--- config.mk ---
export PLATFORM = sky130hd
export DESIGN_NAME = switch_input_ctrl
export DESIGN_NICKNAME = d
export VERILOG_FILES = /design/src/rtl/switch_pkg.sv /design/src/rtl/sw_debounce.sv /design/src/rtl/switch_input_ctrl.sv
export SDC_FILE = /design/constraint.sdc
export NUM_CORES = 1
export LEC_CHECK = 0
export ABC_CLOCK_PERIOD_IN_PS = 1900
export CORE_MARGIN = 2
export CORE_UTILIZATION = 54
export CTS_BUF_LIST = sky130_fd_sc_hd__clkbuf_4 sky130_fd_sc_hd__clkbuf_8
export DETAILED_ROUTE_END_ITERATION = 8
export PLACE_DENSITY = 0.86
export REMOVE_ABC_BUFFERS = 1
export SLEW_MARGIN = 30
export SYNTH_ARGS = -nofsm -noshare
export SYNTH_HDL_FRONTEND = slang
export SYNTH_HIERARCHICAL = 1
export SYNTH_SLANG_ARGS = --single-unit
--- constraint.sdc ---
create_clock -name clk -period 1.9 [get_ports clk]
set_input_delay 0.38 -clock clk [delete_from_list [all_inputs] [get_ports clk]]
set_output_delay 0.38 -clock clk [all_outputs]
set_load 0.05 [all_outputs]
--- src/rtl/switch_pkg.sv ---
`default_nettype none
// ============================================================================
// Package : switch_pkg
// Brief   : Shared constants and word-extension helper for board I/O blocks.
// Rev     : 1.0
// ============================================================================
package switch_pkg;

  localparam logic EXT_ZERO = 1'b0;
  localparam logic EXT_SIGN = 1'b1;
  localparam int   EXT_MAX_W = 32;

  // Extends the low 'width' bits of value to 32 bits; callers size-cast the result.
  function automatic logic [EXT_MAX_W-1:0] ext_word(
    input logic [EXT_MAX_W-1:0] value,
    input logic [5:0]           width,
    input logic                 sext
  );
    logic [EXT_MAX_W-1:0] mask;
    mask = (width >= 6'd32) ? {EXT_MAX_W{1'b1}} : ((32'd1 << width) - 32'd1);
    if ((sext == EXT_SIGN) && (width != 6'd0) && value[width[4:0] - 5'd1])
      ext_word = value | ~mask;
    else
      ext_word = value & mask;
  endfunction

endpackage : switch_pkg
`default_nettype wire

--- src/rtl/sw_debounce.sv ---
`default_nettype none
// ============================================================================
// Module : sw_debounce
// Brief  : Two-flop synchroniser plus whole-vector stability counter.
// Rev    : 1.0
// ============================================================================
module sw_debounce #(
  parameter int W      = 8,
  parameter int DB_CNT = 4
) (
  input  logic         clk,
  input  logic         rst_n,
  input  logic [W-1:0] sw_i,
  output logic [W-1:0] db_o,
  output logic         upd_o
);

  localparam int                CNT_W    = $clog2(DB_CNT + 1);
  localparam logic [CNT_W-1:0]  CNT_LAST = CNT_W'(DB_CNT - 1);

  logic [W-1:0]     sync1_q, sync2_q, s_q, db_q, db_d;
  logic [CNT_W-1:0] cnt_q, cnt_d;

  // s_q lags sync2 by one cycle so a one-cycle glitch never looks stable.
  assign upd_o = (sync2_q == s_q) && (sync2_q != db_q) && (cnt_q == CNT_LAST);
  assign db_o  = db_q;

  always_comb begin
    cnt_d = cnt_q;
    db_d  = db_q;
    if ((sync2_q != s_q) || (sync2_q == db_q)) begin
      cnt_d = '0;
    end else if (cnt_q == CNT_LAST) begin
      db_d  = sync2_q;
      cnt_d = '0;
    end else begin
      cnt_d = cnt_q + CNT_W'(1);
    end
  end

  always_ff @(posedge clk or negedge rst_n) begin
    if (!rst_n) begin
      sync1_q <= '0;
      sync2_q <= '0;
      s_q     <= '0;
      db_q    <= '0;
      cnt_q   <= '0;
    end else begin
      sync1_q <= sw_i;
      sync2_q <= sync1_q;
      s_q     <= sync2_q;
      db_q    <= db_d;
      cnt_q   <= cnt_d;
    end
  end

endmodule : sw_debounce
`default_nettype wire

--- src/rtl/switch_input_ctrl.sv ---
`default_nettype none
// ============================================================================
// Module : switch_input_ctrl
// Brief  : Debounced switch bank with extended read word and change flag.
// Rev    : 1.0
// ============================================================================
module switch_input_ctrl #(
  parameter int SW_W   = 8,
  parameter int DATA_W = 16,
  parameter int DB_CNT = 4
) (
  input  logic              clk,
  input  logic              rst_n,
  input  logic [SW_W-1:0]   sw_in,
  input  logic              rd_en,
  input  logic              sext,
  output logic [DATA_W-1:0] rdata,
  output logic              rvalid,
  output logic              changed
);

  import switch_pkg::*;

  logic [SW_W-1:0]   db_w;
  logic              upd_w;
  logic [DATA_W-1:0] rdata_q, rdata_d;
  logic              rvalid_q, rvalid_d;
  logic              changed_q, changed_d;

  sw_debounce #(
    .W      (SW_W),
    .DB_CNT (DB_CNT)
  ) u_debounce (
    .clk   (clk),
    .rst_n (rst_n),
    .sw_i  (sw_in),
    .db_o  (db_w),
    .upd_o (upd_w)
  );

  always_comb begin
    rdata_d   = rdata_q;
    rvalid_d  = rd_en;
    changed_d = changed_q;
    if (rd_en) begin
      rdata_d   = DATA_W'(ext_word(EXT_MAX_W'(db_w), 6'(SW_W), sext));
      changed_d = 1'b0;
    end
    // A fresh update landing on a read edge must stay visible to the next reader.
    if (upd_w)
      changed_d = 1'b1;
  end

  always_ff @(posedge clk or negedge rst_n) begin
    if (!rst_n) begin
      rdata_q   <= '0;
      rvalid_q  <= 1'b0;
      changed_q <= 1'b0;
    end else begin
      rdata_q   <= rdata_d;
      rvalid_q  <= rvalid_d;
      changed_q <= changed_d;
    end
  end

  assign rdata   = rdata_q;
  assign rvalid  = rvalid_q;
  assign changed = changed_q;

endmodule : switch_input_ctrl
`default_nettype wire

==> Changelog: implementation, run 1 <==
### Metrics

* Run status: finished, final reports clean
* Grt ovf at 0
* Number of vias per cell at 4.73
* Data arrival, critical path at 2.03 ns
* Number of warnings in the stage logs at 25
* Largest type area fraction at 0.667
* Antenna violations before repair at 0
* Switching part of the total at 0.227
* Number of DRC violations after detailed routing at 0
* Die ar. at 3670 sq um
* Gate count of the mapped netlist at 103
* Setup slack on the worst flop-to-flop path at 0.11 ns
* Length of routed met3 wiring at 92 microns
* Antenna Violating Nets Remaining at 0
* Hold violation count in the final report at 0
* Number of search-and-repair iterations in the first detailed-routing pass at 4
* Yosys adder share at 0.00725
* Synth Warn # at 6
* Number of top-level pins at 30
* Startpoint-to-endpoint class of the critical path: flip-flop to flip-flop
* Post-placement worst setup slack at 0.120 ns
* Post-layout net count at 147
* Wire length the detailed router placed on met1 at 1.13 mm
* Insertion delay of the later-clocked pin in the worst-skew pair at 0.35 ns
* Share of power burned in combinational logic at 0.062
* Layer carrying the most global-route usage: met2
* Number of rows created at floorplan at 20
* Post-layout worst setup margin at 0.113 ns
* Post-synthesis instance area at 1730 sq um
* Wirelength, routed at 2.48 mm
* Switching power at 362 uW
* Cell chosen for the clock root: sky130_fd_sc_hd__clkbuf_4
* Top cell family by delay on the critical path: flip-flops
* Largest area contributor in the synthesized netlist: sky130_fd_sc_hd__dfrtp_1
* Initial Util at 0.566
* Worst stage delay on the critical path at 0.45 ns
* Yosys Chip Area at 1730 sq um
* Sequential power at 1.02 mW
* Clock share of power at 0.294
* DRC marker count from the first detailed-route iteration at 8
* Max-capacitance violation count at 0
* Required time of the critical path at 2.14 ns
* Group drawing the most power: registers
* Total global-route track usage at 0.167
* Tightest Pin Transition at 0.499 ns
* Area added between synthesis and finish at 19.9%
* Commonest flop: sky130_fd_sc_hd__dfrtp_1
* Post-CTS repair timing setup buffer count at 0
* Dominant cell by count in the synthesized netlist: sky130_fd_sc_hd__dfrtp_1
* Fin. max-slew vios at 0
* Number of sinks driven by the clock tree at 46
* Count of hold-fix buffers inserted at cts at 1
* Setup TNS Final at 0 ns
* Worst hold-check slack at 0.363 ns
* Met3 global-route usage at 0.0640
* Share of the clock period used by the worst path at 0.940
* Part of the power in registers at 0.644
* Number of standard cells in the final layout excluding fillers at 179
* Average wire length per cell after detail routing at 13.8 microns
* Post-layout min period at 1.79 ns
* Simple-gate share of the synthesized area at 0.0507
* Largest logic family: multiplexers
* Yosys reg bits at 46
* Number of global-route vias before repair at 873
* Unrepaired setup endpoints after global routing: no
* Cell types occupying the most area after synthesis: sky130_fd_sc_hd__dfrtp_1 (67%), sky130_fd_sc_hd__mux2_4 (7.8%), sky130_fd_sc_hd__mux2_2 (4.6%), sky130_fd_sc_hd__xnor2_1 (4.1%), sky130_fd_sc_hd__xor2_1 (4.1%)
* Setup crit start kind: flip-flop
* Diodes inserted at 0
* Leak Pwr at 1.02 nW
* Number of cell instances after yosys synthesis at 103
* CP Capture Type: flip-flop
* Crit path max fanout at 9
* Average size of a mapped cell at 16.8 sq um
* Port-buffer cells at 29
* Worst path bufs/invs at 0
* Util after Layout at 0.678
* Number of gates given a new drive strength after cts at 5
* Pin count of the biggest net entering global routing at 27
* Amount of wire on met2 after detailed routing at 1.21 mm
* Met2 global-route usage at 0.248
* Mux cell area share at 0.124
* Share of async-settable or async-resettable flops after synthesis at 1.00
* Critical path's slowest cell: sky130_fd_sc_hd__dfrtp_1
* Synth Seq Share at 0.667
* Int Pwr at 1.23 mW
* Post-route cell area at 2070 sq um
* Clock slew at reported path FFs at 0.12 ns
* H-tree depth at 2
* Vertical die dimension at 60.5 microns
* CTS tree: built
* Cell area after placement at 2000 sq um
* Clk pwr at 468 uW
* Slew HR at 0.667
* Power per cell area at 769 nW/um^2
* Clock tree buffer depth at 2
* Cell count after placement at 170
* Number of CTS-inserted buffers at 5
* Placeable Area at 3050 sq um
* Post-detail-place hpwl at 1.80 mm
* IR drop worst, VDD at 0.583 mV
* Synthesized-area fraction occupied by ao, oa, aoi and oai cells at 0.0268
* Cell Type Count at 19
* Worst min path class: flip-flop to flip-flop
* First-pass GRT wire length at 4.19 mm
* Parity-gate share of the synthesized area counting xor and xnor cells at 0.0812
* Uppermost routed layer: met4
* Fmax at 0.560 GHz
* Die width at 60.5 microns
* Share of final-layout standard cells stronger than drive strength 1 at 0.311
* Post-synth tally of flip-flops with integrated enable at 0
* Combinational power at 99.2 uW
* Setup-violating endpoint count in the final report at 0
* Worst clock skew at 0.00851 ns
* Global placement routability congestion at 0.783
* Met1 layer usage reported by global route at 0.218
* Most instantiated cells after synthesis: sky130_fd_sc_hd__dfrtp_1 (46), sky130_fd_sc_hd__mux2_4 (9), sky130_fd_sc_hd__xnor2_1 (8), sky130_fd_sc_hd__xor2_1 (8)
* Chain of cells forming the critical path: xor2_1, nor4_4, o2111ai_4, mux2_4
* Tot Pwr at 1.59 mW
* Via count at 847
-- run 1: final cells by class --
class	count	area [sq um]
flip-flops and latches	46	1150
fillers	239	982
multi-input cells	46	500
repair buffers	32	289
well taps	44	55.1
clock buffers	6	51.3
clock inverters	2	12.5
inverters	3	11.3
-- run 1: cell usage in the layout (no fill, tap or decap), types with 2 or more instances in the layout --
cell type and instances:
sky130_fd_sc_hd__dfrtp_1 46, sky130_fd_sc_hd__buf_4 13, sky130_fd_sc_hd__clkdlybuf4s50_1 10, sky130_fd_sc_hd__mux2_4 9
sky130_fd_sc_hd__xnor2_1 8, sky130_fd_sc_hd__xor2_1 8, sky130_fd_sc_hd__mux2_2 7, sky130_fd_sc_hd__clkbuf_4 5
sky130_fd_sc_hd__dlygate4sd2_1 5, sky130_fd_sc_hd__inv_1 3, sky130_fd_sc_hd__nand4_1 2, sky130_fd_sc_hd__nor4_4 2
sky130_fd_sc_hd__nor3b_1 2
-- run 1: worst paths after layout --
kind | from | to | depth (start not counted)
max in group asynchronous | rst_n | u_debounce/sync1_q[7] | 3
max | u_debounce/sync2_q[5] | u_debounce/db_o[3] | 4
min reg2reg | u_debounce/sync1_q[7] | u_debounce/sync2_q[7] | 0
min | u_debounce/sync1_q[7] | u_debounce/sync2_q[7] | 0
max reg2reg | u_debounce/sync2_q[5] | u_debounce/db_o[3] | 4
min in group asynchronous | rst_n | u_debounce/s_q[3] | 2
-- run 1: registers in the layout, indices dropped and copies added, names as in the netlist --
signal              count
u_debounce/sync1_q      8
u_debounce/sync2_q      8
u_debounce/s_q          8
u_debounce/db_o         8
rdata                   9
u_debounce/cnt_q        3
changed                 1
rvalid                  1
### A small window of the routed layout, run 1

Window x 10 to 50, y 0 to 40 microns. Cells in grey, sequential cells in the stronger grey; small squares are vias.
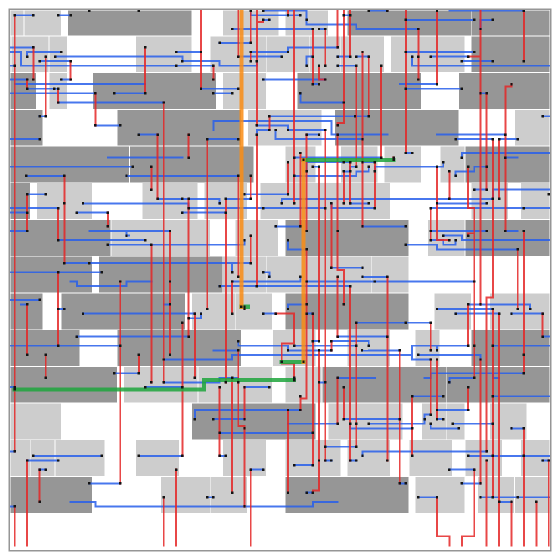
Key: green = met3; blue = met1; red = met2; orange = met4
Most frequent: dfrtp_1 (28), buf_4 (7), xnor2_1 (7). 89 logic cells have their middle in the window. Netlist names of flops here include `u_debounce/db_o` (7), `rdata` (6), `u_debounce/sync2_q` (5). Sequential cells in the window: 28.

### Routed metal, one colour a layer, run 1

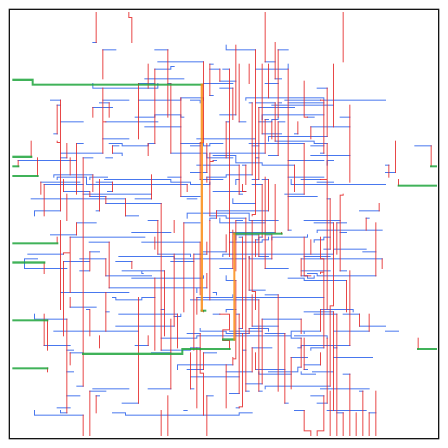
Key: red = met2 [wire length 1210 microns]; blue = met1 [wire length 1130 microns]; orange = met4 [wire length 46.9 microns]; green = met3 [wire length 92.7 microns]

### Signal wires on met3, run 1

Scale bar: 20 microns.
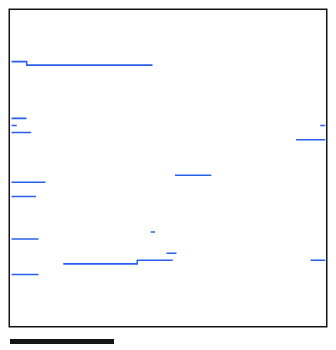
12 nets have wire on it. The layer carries 92.7 microns of wire. The longest straight run is 23.9 microns. The wires run mostly horizontal. The layer holds 3.7% of the routed length.

==> run 2: changes to the inputs <==
ABC_CLOCK_PERIOD_IN_PS = not set   (was 1900)
### Routed metal, one colour a layer, run 2

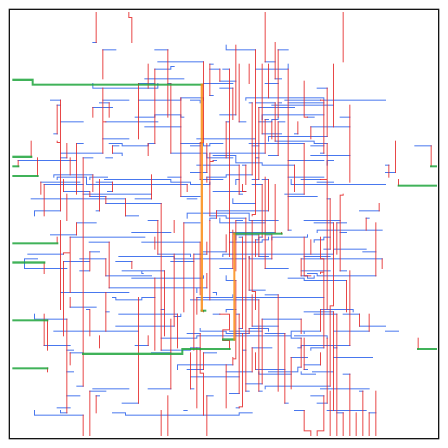
Key: green = met3 [wire length 92.7 microns]; red = met2 [wire length 1210 microns]; blue = met1 [wire length 1130 microns]; orange = met4 [wire length 46.9 microns]
via count: 847
total global-route track usage: 0.167
wirelength, routed: 2.48 mm
average wire length per cell after detail routing: 13.8 microns

==> run 2 against run 1 <==
  * Worst hold slack unchanged
  * Cell count unchanged
  * Design area unchanged
  * Maximum frequency unchanged
  * Clock power about the same
  * Sequential share of layout area unchanged
  * Critical path type unchanged
  * Critical endpoint unchanged
  * Largest power group unchanged
==> Changelog: implementation, run 2 <==
### Metrics

* Switching part of the total at 0.227
* CP Capture Type: flip-flop
* Clock tree buffer depth at 2
* Number of global-route vias before repair at 873
* Gate count of the mapped netlist at 103
* Unrepaired setup endpoints after global routing: no
* Largest type area fraction at 0.667
* Required time of the critical path at 2.14 ns
* Share of final-layout standard cells stronger than drive strength 1 at 0.311
* Setup-violating endpoint count in the final report at 0
* Number of sinks driven by the clock tree at 46
* Cell area after placement at 2000 sq um
* Int Pwr at 1.23 mW
* IR drop worst, VDD at 0.583 mV
* Setup crit start kind: flip-flop
* Post-layout net count at 147
* Part of the power in registers at 0.644
* Placeable Area at 3050 sq um
* Largest logic family: multiplexers
* Data arrival, critical path at 2.03 ns
* R2r startpoint: u_debounce/sync2_q[5]
* CTS tree: built
* Synthesized-area fraction occupied by ao, oa, aoi and oai cells at 0.0268
* Fmax at 0.560 GHz
* Clock share of power at 0.294
* Met1 layer usage reported by global route at 0.218
* Uppermost routed layer: met4
* Largest area contributor in the synthesized netlist: sky130_fd_sc_hd__dfrtp_1
* Met2 global-route usage at 0.248
* Dominant cell by count in the synthesized netlist: sky130_fd_sc_hd__dfrtp_1
* Number of CTS-inserted buffers at 5
* Number of vias per cell at 4.73
* Synth Warn # at 6
* Antenna violations before repair at 0
* Clock slew at reported path FFs at 0.12 ns
* Cell count after placement at 170
* Length of routed met3 wiring at 92 microns
* Number of DRC violations after detailed routing at 0
* H-tree depth at 2
* Post-synthesis instance area at 1730 sq um
* Number of warnings in the stage logs at 25
* Worst hold-check slack at 0.363 ns
* Mux cell area share at 0.124
* Wire length the detailed router placed on met1 at 1.13 mm
* Insertion delay of the later-clocked pin in the worst-skew pair at 0.35 ns
* Yosys reg bits at 46
* Setup TNS Final at 0 ns
* Amount of wire on met2 after detailed routing at 1.21 mm
* Average size of a mapped cell at 16.8 sq um
* Max-capacitance violation count at 0
* Dominant logic cell type in the layout: sky130_fd_sc_hd__dfrtp_1
* Diodes inserted at 0
* Number of cell instances after yosys synthesis at 103
* DRC marker count from the first detailed-route iteration at 8
* Fillers at 239
* Number of rows created at floorplan at 20
* Yosys Chip Area at 1730 sq um
* Worst setup path startpoint: u_debounce/sync2_q[5]
* Worst clock skew at 0.00851 ns
* Yosys adder share at 0.00725
* Leak Pwr at 1.02 nW
* Worst min path class: flip-flop to flip-flop
* Combinational cell area excluding buffers and inverters at 500 sq um
* Util after Layout at 0.678
* Hold violation count in the final report at 0
* Run status: finished, final reports clean
* Cell types occupying the most area after synthesis: sky130_fd_sc_hd__dfrtp_1 (67%), sky130_fd_sc_hd__mux2_4 (7.8%), sky130_fd_sc_hd__mux2_2 (4.6%), sky130_fd_sc_hd__xnor2_1 (4.1%), sky130_fd_sc_hd__xor2_1 (4.1%)
* Cell Type Count at 19
* Flip-flop count of the largest register after layout at 9
* Fin. max-slew vios at 0
* First-pass GRT wire length at 4.19 mm
* Number of search-and-repair iterations in the first detailed-routing pass at 4
* Most instantiated cells after synthesis: sky130_fd_sc_hd__dfrtp_1 (46), sky130_fd_sc_hd__mux2_4 (9), sky130_fd_sc_hd__xnor2_1 (8), sky130_fd_sc_hd__xor2_1 (8)
* Crit path max fanout at 9
* Vertical die dimension at 60.5 microns
* Cell chosen for the clock root: sky130_fd_sc_hd__clkbuf_4
* Number of standard cells in the final layout excluding fillers at 179
* Post-layout worst setup margin at 0.113 ns
* Commonest flop: sky130_fd_sc_hd__dfrtp_1
* Port-buffer cells at 29
* Met3 global-route usage at 0.0640
* Slew HR at 0.667
* Tightest Pin Transition at 0.499 ns
* Antenna Violating Nets Remaining at 0
[run 2: cell counts after synthesis]
Identical to the previous run, type by type.
[run 2: worst max-delay path: stages, from the launching register on]
cell                        delay (ns)
sky130_fd_sc_hd__dfrtp_1          0.45
sky130_fd_sc_hd__xor2_1           0.18
sky130_fd_sc_hd__nor4_4           0.38
sky130_fd_sc_hd__o2111ai_4        0.30
sky130_fd_sc_hd__mux2_4           0.36
[run 2: power by group through the flow]
stage / Combinational, mW / Clock, mW / Sequential, mW
2_1_floorplan: 0.0373 / 0 / 1.04
3_3_place_gp: 0.0960 / 0 / 1.04
3_5_place_dp: 0.0995 / 0 / 1.04
4_1_cts: 0.101 / 0.489 / 1.03
5_1_grt: 0.110 / 0.523 / 1.03
6_report: 0.0992 / 0.468 / 1.02
[run 2: worst paths after layout]
| check | to | slack [ns] | cells after the start |
|---|---|---|---|
| setup / recovery | u_debounce/db_o[3] | 0.11 | 4 |
| hold / removal | u_debounce/sync2_q[7] | 0.36 | 0 |
| setup reg to reg | u_debounce/db_o[3] | 0.11 | 4 |
| hold reg to reg | u_debounce/sync2_q[7] | 0.36 | 0 |
| max in group asynchronous | u_debounce/sync1_q[7] | 0.89 | 3 |
| min in group asynchronous | u_debounce/s_q[3] | 0.51 | 2 |
[run 2: timing repair]
| action | in CTS | in global routing |
|---|---|---|
| setup buffers | 0 | 0 |
| pin swaps | 0 | 0 |
| setup endpoints to repair | 5 | 1 |
| hold buffers | 1 | 0 |
| endpoints found under the hold margin | 20 | 0 |
| gates resized | 5 | 1 |
[run 2: final cells by class]
class | count | area share
Multi-Input combinational cell | 46 | 0.242
Sequential cell | 46 | 0.556
Clock inverter | 2 | 0.00604
Clock buffer | 6 | 0.0248
Timing Repair Buffer | 32 | 0.140
Inverter | 3 | 0.00544
Tap cell | 44 | 0.0266
### Routed clock nets over the placement, run 2

Scale bar: 20 microns.
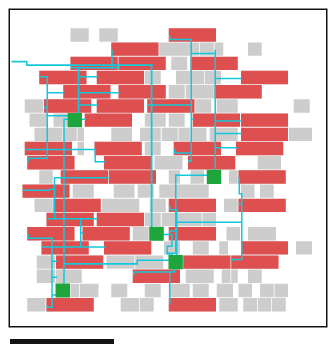

==> run 3: changes to the inputs <==
CORE_ASPECT_RATIO = 2   (was not set)
### Routed clock nets over the placement, run 3

Scale bar: 10 microns.
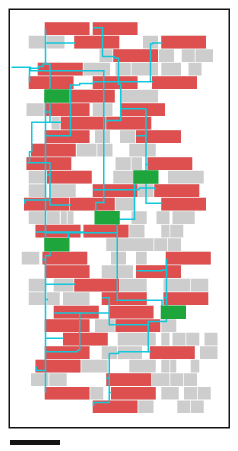
Key: cyan = clock wires [length 480 microns]; green = cells driving clock nets [count 5]; red = flip-flops [count 46]
There are 6 routed clock nets.
clk pwr: 597 uW
worst clock skew: 0.0119 ns

==> run 3 against run 2 <==
  * Die area grew 0.76%
  * Maximum frequency is 2.7% lower
  * Sequential share of layout area down 0.23 points
  * Clock power up 28%
  * Worst hold slack worse by 0.30 ns
  * Core utilization is 1.2 points lower
  * Highest routed layer unchanged
==> Changelog: implementation, run 3 <==
### Metrics

* Reg2reg end: u_debounce/db_o[2]
* Number of search-and-repair iterations in the first detailed-routing pass at 3
* Top cell family by delay on the critical path: buffers and inverters
* First-pass GRT wire length at 4.55 mm
* Slew HR at 0.630
* Cell Type Count at 19
* Crit path max fanout at 2
* Cell types occupying the most area after synthesis: sky130_fd_sc_hd__dfrtp_1 (67%), sky130_fd_sc_hd__mux2_4 (7.8%), sky130_fd_sc_hd__mux2_2 (4.6%), sky130_fd_sc_hd__xnor2_1 (4.1%), sky130_fd_sc_hd__xor2_1 (4.1%)
* Average wire length per cell after detail routing at 15.6 microns
* Post-synthesis instance area at 1730 sq um
* Number of standard cells in the final layout excluding fillers at 165
* Worst path depth at 1
* Startpoint-to-endpoint class of the critical path: flip-flop to output port
* Met3 global-route usage at 0.0476
* Tightest Pin Transition at 0.555 ns
* Grt ovf at 0
* Switching power at 376 uW
* Combinational cell area excluding buffers and inverters at 500 sq um
* Post-layout net count at 146
* Average size of a mapped cell at 16.8 sq um
* Clock tree buffer depth at 2
* Post-synth tally of flip-flops with integrated enable at 0
* Hold violation count in the final report at 0
* Antenna violations before repair at 0
* Cell chosen for the clock root: sky130_fd_sc_hd__clkbuf_8
* Post-detail-place hpwl at 1.88 mm
* Flip-flop count of the largest register after layout at 9
* Commonest flop: sky130_fd_sc_hd__dfrtp_1
* Number of gates given a new drive strength after cts at 0
* Worst path bufs/invs at 1
* CTS tree: built
* Largest area contributor in the synthesized netlist: sky130_fd_sc_hd__dfrtp_1
* Tot Pwr at 1.72 mW
* Number of DRC violations after detailed routing at 0
* Util after Layout at 0.666
* R2r startpoint: u_debounce/sync2_q[5]
* Data arrival, critical path at 1.46 ns
* Largest type area fraction at 0.667
* Clock share of power at 0.347
* Group drawing the most power: registers
* Synth Warn # at 6
* Area added between synthesis and finish at 20.4%
* Unrepaired setup endpoints after global routing: no
* H-tree depth at 2
* Met2 global-route usage at 0.287
* Number of cell instances after yosys synthesis at 103
* Die ar. at 3690 sq um
* Clock slew at reported path FFs at 0.08 ns
* Diodes inserted at 0
* Part of the power in registers at 0.596
* Port-buffer cells at 29
* Yosys Chip Area at 1730 sq um
* Combinational power at 97.7 uW
* Power per cell area at 826 nW/um^2
* Cell area after placement at 1980 sq um
* Insertion delay of the later-clocked pin in the worst-skew pair at 0.30 ns
* Worst setup path startpoint: rdata[2]
* Pin count of the biggest net entering global routing at 26
* Worst stage delay on the critical path at 0.81 ns
* Gate count of the mapped netlist at 103
* Wirelength, routed at 2.57 mm
* CP Capture Type: output port
* Number of sinks driven by the clock tree at 46
* Post-layout min period at 1.84 ns
* Critical path's slowest cell: sky130_fd_sc_hd__clkdlybuf4s50_1
* Yosys reg bits at 46
* Post-route cell area at 2080 sq um
* Endpoint of the worst setup timing path: rdata[2]
* DRC marker count from the first detailed-route iteration at 11
* Dominant logic cell types in the final layout: sky130_fd_sc_hd__dfrtp_1 (46), sky130_fd_sc_hd__clkdlybuf4s50_1 (16), sky130_fd_sc_hd__buf_4 (13)
* Footprint of the flip-flops and latches at 1150 sq um
* Setup slack on the worst flop-to-flop path at 0.11 ns
* Int Pwr at 1.34 mW
* Run status: finished, final reports clean
* Setup crit start kind: flip-flop
* Placeable Area at 3120 sq um
* Switching part of the total at 0.219
==> run 3: per-layer routing <==
layer  vias to the layer above  share of wire
li1                        403              -
met2                        17           0.58
met1                       422           0.36
met4                         0          0.024
met5                         -              0
met3                         7          0.031
==> run 3: worst min-delay path by stage <==
stage,startpoint,cells past startpoint,end,slack (ns)
floorplan,rst_n,0,changed,0.08
global placement,u_debounce/sync1_q[6],0,u_debounce/sync2_q[6],0.33
detailed placement,u_debounce/sync1_q[0],0,u_debounce/sync2_q[0],0.34
CTS,rst_n,1,rdata[7],0.08
global route,rst_n,1,u_debounce/s_q[7],0.11
finish,rst_n,1,rdata[14],0.07
==> run 3: cells by family after synthesis <==
| logic type | share of synthesized area |
|---|---|
| mux | 0.124 |
| buf+inv | 0.0435 |
| flops | 0.667 |
| fa+ha+maj | 0.00725 |
| compound gates | 0.0268 |
| simple gates | 0.0507 |
| xor+xnor | 0.0812 |
==> run 3: through the flow <==
| stage | TNS, ns | hold WS, ns |
|---|---|---|
| 2_1_floorplan | -10.47 | 0.0844 |
| 3_3_place_gp | 0 | 0.332 |
| 3_5_place_dp | 0 | 0.336 |
| 4_1_cts | 0 | 0.0832 |
| 5_1_grt | 0 | 0.108 |
| 6_report | 0 | 0.0661 |
==> run 3: cell type report <==
| type | instances | share of cell area |
|---|---|---|
| Clock inverter | 2 | 0.00602 |
| Sequential cell | 46 | 0.554 |
| Inverter | 3 | 0.00542 |
| Timing Repair Buffer | 31 | 0.136 |
| Clock buffer | 6 | 0.0397 |
| Tap cell | 31 | 0.0187 |
| Multi-Input combinational cell | 46 | 0.241 |
Power and IR drop assume default switching activity.
